### Track usage over the die, run 1

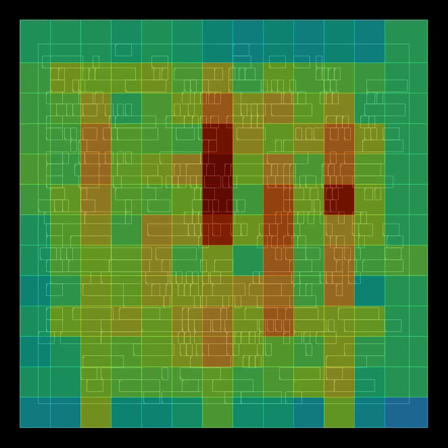
### Sequential cells colored by netlist name, run 1

Other sequential cells in the stronger gray, the rest of the logic in the fainter gray.
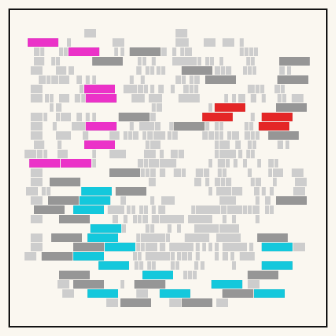
### Cells colored by class, run 1

Bar = 20 microns.
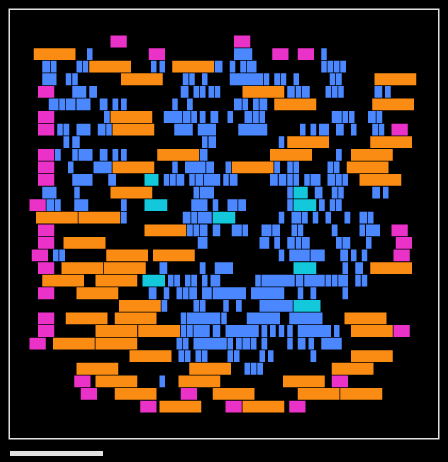
Design thermo_decoder, sky130hd; sources not shown.
==> Slide: Implementation Results, run 1 <==
Physical Implementation Snapshot

Outcome
  – Outcome: finished clean

Synthesis
  – Area reported by Yosys stat: 0.002855 sq mm
  – Mapped Area: 0.002855 sq mm
  – Register area share after synthesis: 48.20%
  – Synthesized instance count: 328
  – Synth Warn #: 6
  – # Cells Yosys: 328

Layout
  – Biggest Area Class: flip-flops and latches
  – Top Layout Cells: nand2_1, dfrtp_1, inv_1
  – Buffer share of cell area: 9.426%
  – Number of diodes: 0
  – Top cell excl fill/tap: nand2_1
  – Buffers excl. clock: 32

Drt
  – Initial DRC Count: 63
  – Drt first pass iters: 4
  – DRT Wirelength: 5.474 mm

Global route
  – Largest net degree at the start of global routing: 31
  – GR Layer Usage met1: 20.08%
  – Vias in the first global route: 2,103

Pwr
  – Pwr per Cell Area: 208.5 mW/mm^2

Clock network
  – Worst-path clk slew: 0.11 ns
  – Root Buffer Master: clkbuf_8
  – CTS Buf Count: 5

Critical path
  – Maximum fanout along the worst path: 5
  – R2R setup slack: 5.24 ns
  – CP Class: reg2reg

Floorplanning
  – Core Util at FP: 41.57%

Worst hold path
  – Worst Hold Class: reg2reg

Placed design
  – Post-DP HPWL: 4.317 mm
  – Pre-CTS setup slack: 5.219 ns

Final timing
  – Hold Vio Cnt, Final: 0
  – Min Clock Period, post-route: 4.556 ns
-- 'Track usage over the die' (at the start) --
fin util: 49.47%
Wirelength per Cell: 11.80 microns
grt met2 use: 22.11%
M3 GR Usage: 2.518%

-- 'Sequential cells colored by netlist name' (at the start) --
[`err_cnt`] magenta | placed flops: 8
[`cand`] red | placed flops: 4
[`u_sync/q`] cyan | placed flops: 15
not colored: 28
register area: 0.001376 sq mm
Power Sequential: 282 uW
Seq area share: 40.50%

-- 'Cells colored by class' (at the start) --
[sequential cells] orange | cells: 55 | share of their area: 42%
[clock drivers and dummy loads] cyan | cells: 8 | share of their area: 3.1%
[combinational and other logic] blue | cells: 273 | share of their area: 45%
[remaining buffers and delay cells] magenta | cells: 32 | share of their area: 9.8%
Final Cell Area: 0.003398 sq mm
core area: 0.006869 sq mm
row cnt: 30

==> run 1: cell usage after synthesis (all sizes together) <==
cell	count	share of area, %
a21oi	5	1.0
dfrtp	55	48
fa	10	7.0
ha	5	2.2
inv	55	7.2
nand2	102	15
nand3	29	5.5
nand4	3	0.66
nor2	32	6.1
nor3	4	1.2
nor4	1	0.22
o2111ai	1	0.31
o21ai	16	2.8
o22ai	1	0.22
xnor2	3	0.92
xor2	6	1.8
==> run 1: stage by stage <==
step	instance area [sq um]	hold slack, ns	instances	util (%)	total power [uW]
final	3398	0.2561	464	49.47	708.6
after global routing	3398	0.2627	464	49.47	776.2
after CTS	3398	0.2582	464	49.47	718.2
after detailed placement	3296	0.2347	456	47.98	577.5
after global placement	3296	0.2329	456	47.98	577.0
after floorplan	2855	0.2312	328	-	495.1
==> run 1: power by group <==
group	switching, uW	total [uW]	internal [uW]
Sequential	28.9	282	253
Combinational	179	292	112
Clock	81.1	135	53.9
Total	289	709	419
==> run 1: cells by family (layout without fill, tap and decap cells) <==
logic type | after synthesis | count (layout) | synth area share, %
XOR/XNOR | 9 | 9 | 2.761
flip-flops | 55 | 55 | 48.20
AND-OR/OR-AND | 23 | 23 | 4.338
AND/OR/NAND/NOR | 171 | 171 | 28.26
buffers and inverters | 55 | 95 | 7.231
adder cells (fa/ha/maj) | 15 | 15 | 9.202
==> run 1: critical path, cell delays in order, from the launching register on <==
cell and delay (ns):
dfrtp_1 0.45, fa_1 0.51, inv_1 0.05, fa_1 0.45, fa_1 0.53, fa_1 0.42, fa_1 0.42, fa_1 0.50
inv_1 0.11, nand2_1 0.05, nand2_1 0.10, nand2_1 0.06, nor2_1 0.09, nand3_1 0.15, nand3_1 0.19, nand2_1 0.12
nand2_1 0.07, o21ai_1 0.06
### Routed clock nets over the placement, run 1

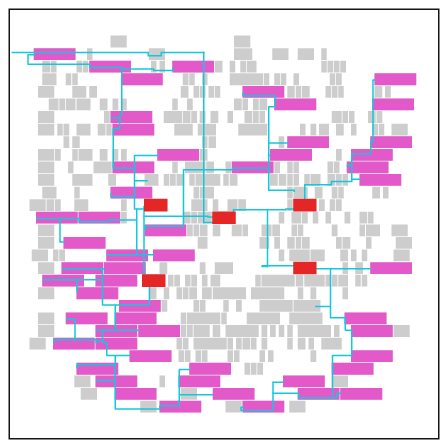

## Run 2: what changed since run 1
==> constraint.sdc (replaced) <==
create_clock -name clk -period 4.6 [get_ports clk]
set_clock_uncertainty 0.1 [all_clocks]
set_input_delay 1.38 -clock clk [delete_from_list [all_inputs] [get_ports clk]]
set_output_delay 1.38 -clock clk [all_outputs]
set_load 0.02 [all_outputs]
### Routed clock nets over the placement, run 2

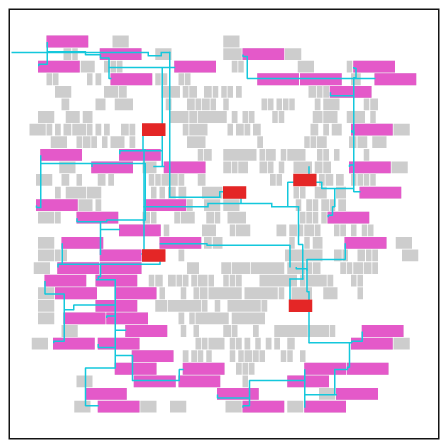
[clock drivers] red | count: 5
[flip-flops] magenta | count: 55
[clock wires] cyan | length: 691 microns
routed clock nets: 6
Clk pwr share: 18.8%
Clock Power: 292 uW
clk ins delay skew pair: 0.32 ns

==> run 2 against run 1 <==
Via count is 2.2% higher. Final area is 2.5% higher. Routed wire length increased by 4.5%. Combinational power rose by 130%. First-iteration DRC count is 52% higher. Synthesized cell count did not move. Count of clock-buffer cells in the layout unchanged. Core utilization up 1.2 points. Critical path depth shrank 1. Sequential power is 110% higher. Global-route usage is 0.25 points higher. Sequential share of layout area shrank 0.99 points. Largest power group unchanged.
==> Slide: Implementation Results, run 2 <==
Physical Implementation Snapshot

Critical path
  – CP Class: reg2reg
  – Crit-path leading delay family: adder cells
  – CP cell instances: fa_1 > inv_1 > fa_1 > fa_1 > fa_1 > fa_2 > fa_2 > inv_2 > nand2_2 > nand4_1 > nor2_2 > nand2_2 > nor2_4 > nand3_4 > nand2_2 > o21ai_2
  – CP max stage delay: 0.57 ns (+0.04 ns)
  – R2R setup slack: 0.08 ns (-5.17 ns)
  – Maximum fanout along the worst path: 5 (unchanged)
  – CP Depth: 16 (-1)
  – Worst path most repeated cell: fa_1
  – Critical Path Slowest Stage Cell: fa_2

Layout
  – Non-Filler Instances: 470 (+1.3%)
  – Number of diodes: 0 (unchanged)
  – Register area: 0.001376 sq mm (unchanged)
  – Top Layout Cells: nand2_1, dfrtp_1, inv_1
  – Top cell excl fill/tap: nand2_1

Synthesis
  – Area reported by Yosys stat: 0.002855 sq mm (unchanged)
  – Post-synth ARST share: 100.0% (unchanged)
  – # Cells Yosys: 328 (unchanged)
  – Synth top area share: 48.20% (unchanged)
  – Adders+Majority by Area: 9.202% (unchanged)
  – Dominant comb cell: simple AND/OR/NAND/NOR gates
  – Ys flop type: dfrtp_1
  – Xor/xnor share: 2.761% (unchanged)
  – Synth mux share: 0% (unchanged)
  – Ao+oa area frac: 4.338% (unchanged)
  – Commonest cells in the netlist: nand2_1, dfrtp_1, inv_1
  – Register area share after synthesis: 48.20% (unchanged)
  – Basic Gates by Area: 28.26% (unchanged)
  – Area contributors post-synth: dfrtp_1, nand2_1, fa_1
  – Mapped Area: 0.002855 sq mm (unchanged)

Pwr
  – Pwr per Cell Area: 445.6 mW/mm^2 (+110%)
  – Leakage: 0.001710 uW
  – Final Total Pwr: 1552 uW (+120%)

Drt
  – DRT Wirelength: 5.720 mm (+4.5%)
  – Drt first pass iters: 4 (unchanged)
  – Wirelength per Cell: 12.17 microns (+3.2%)

Global route
  – GR Layer Usage met1: 20.30% (+0.22 points)
  – Grt met2 use: 22.60% (+0.48 points)
  – Largest net degree at the start of global routing: 31 (unchanged)
  – Vias in the first global route: 2,074 (-1.4%)
  – M3 GR Usage: 2.681% (+0.16 points)

Worst hold path
  – Worst Hold Class: reg2reg

Clock network
  – Root Buffer Master: clkbuf_8
  – Worst-path clk slew: 0.11 ns (about the same)

Placed design
  – Cell Count Post-Placement: 456 (unchanged)
  – Post-DP HPWL: 4.365 mm (+1.1%)

Final timing
  – Min Clock Period, post-route: 4.523 ns (-0.03232 ns)
  – Worst hold slack: 0.2533 ns (-0.002852 ns)
  – Hold Vio Cnt, Final: 0 (unchanged)

Outcome
  – Outcome: finished clean

Floorplanning
  – Core Util at FP: 41.57% (unchanged)
### Cells colored by class, run 2

Bar = 20 microns.
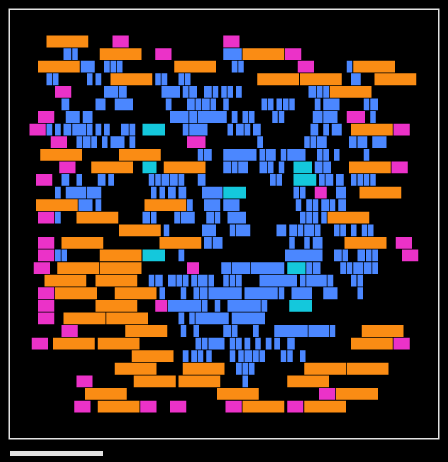
[remaining buffers and delay cells] magenta | cells: 37 | share of their area: 11%
[clock drivers and dummy loads] cyan | cells: 8 | share of their area: 3.0%
[combinational and other logic] blue | cells: 274 | share of their area: 45%
[sequential cells] orange | cells: 55 | share of their area: 41%
Final Cell Area: 0.003483 sq mm
Seq area share: 39.51%
fin util: 50.71%

==> run 2: area by class of cell <==
| cell class | instances | share of cell area [%] |
|---|---|---|
| Multi-Input combinational cell | 219 | 37.75 |
| Timing Repair Buffer | 37 | 10.49 |
| Tap cell | 96 | 3.448 |
| Clock buffer | 5 | 1.976 |
| Inverter | 55 | 5.927 |
| Sequential cell | 55 | 39.51 |
| Clock inverter | 3 | 0.8980 |
==> run 2: timing repair <==
item | CTS | global route
gates cloned | 0 | 1
buffers inserted | 0 | 5
pin swaps | 0 | 6
setup endpoints to repair | 4 | 16
gates resized | 4 | 9
==> run 2: worst register-to-register path: stages (launching register included) <==
cell and delay, ns:
dfrtp_1 0.42, fa_1 0.54, inv_1 0.05, fa_1 0.46, fa_1 0.53, fa_1 0.43
fa_2 0.37, fa_2 0.57, inv_2 0.06, nand2_2 0.07, nand4_1 0.09, nor2_2 0.12
nand2_2 0.09, nor2_4 0.21, nand3_4 0.15, nand2_2 0.11, o21ai_2 0.05
==> run 2: power breakdown <==
group	total (uW)	internal [uW]	switching, uW
logic	662	266	396
registers	598	539	59.0
clock network	292	116	176
==> run 2: per-stage QoR <==
stage	area [sq um]	setup WS, ns
global route	3483	-0.1178
CTS	3412	0.1060
finish	3483	0.07678
global placement	3296	0.03613
detailed placement	3296	0.009871
floorplan	2855	0.3385
==> run 2: layer usage <==
layer / routed length [microns] / share of wire [%]
met3: 220 / 3.8
met2: 2617 / 46
met4: 53 / 0.93
met1: 2828 / 49
met5: 0 / 0
Power and IR drop assume default switching activity.
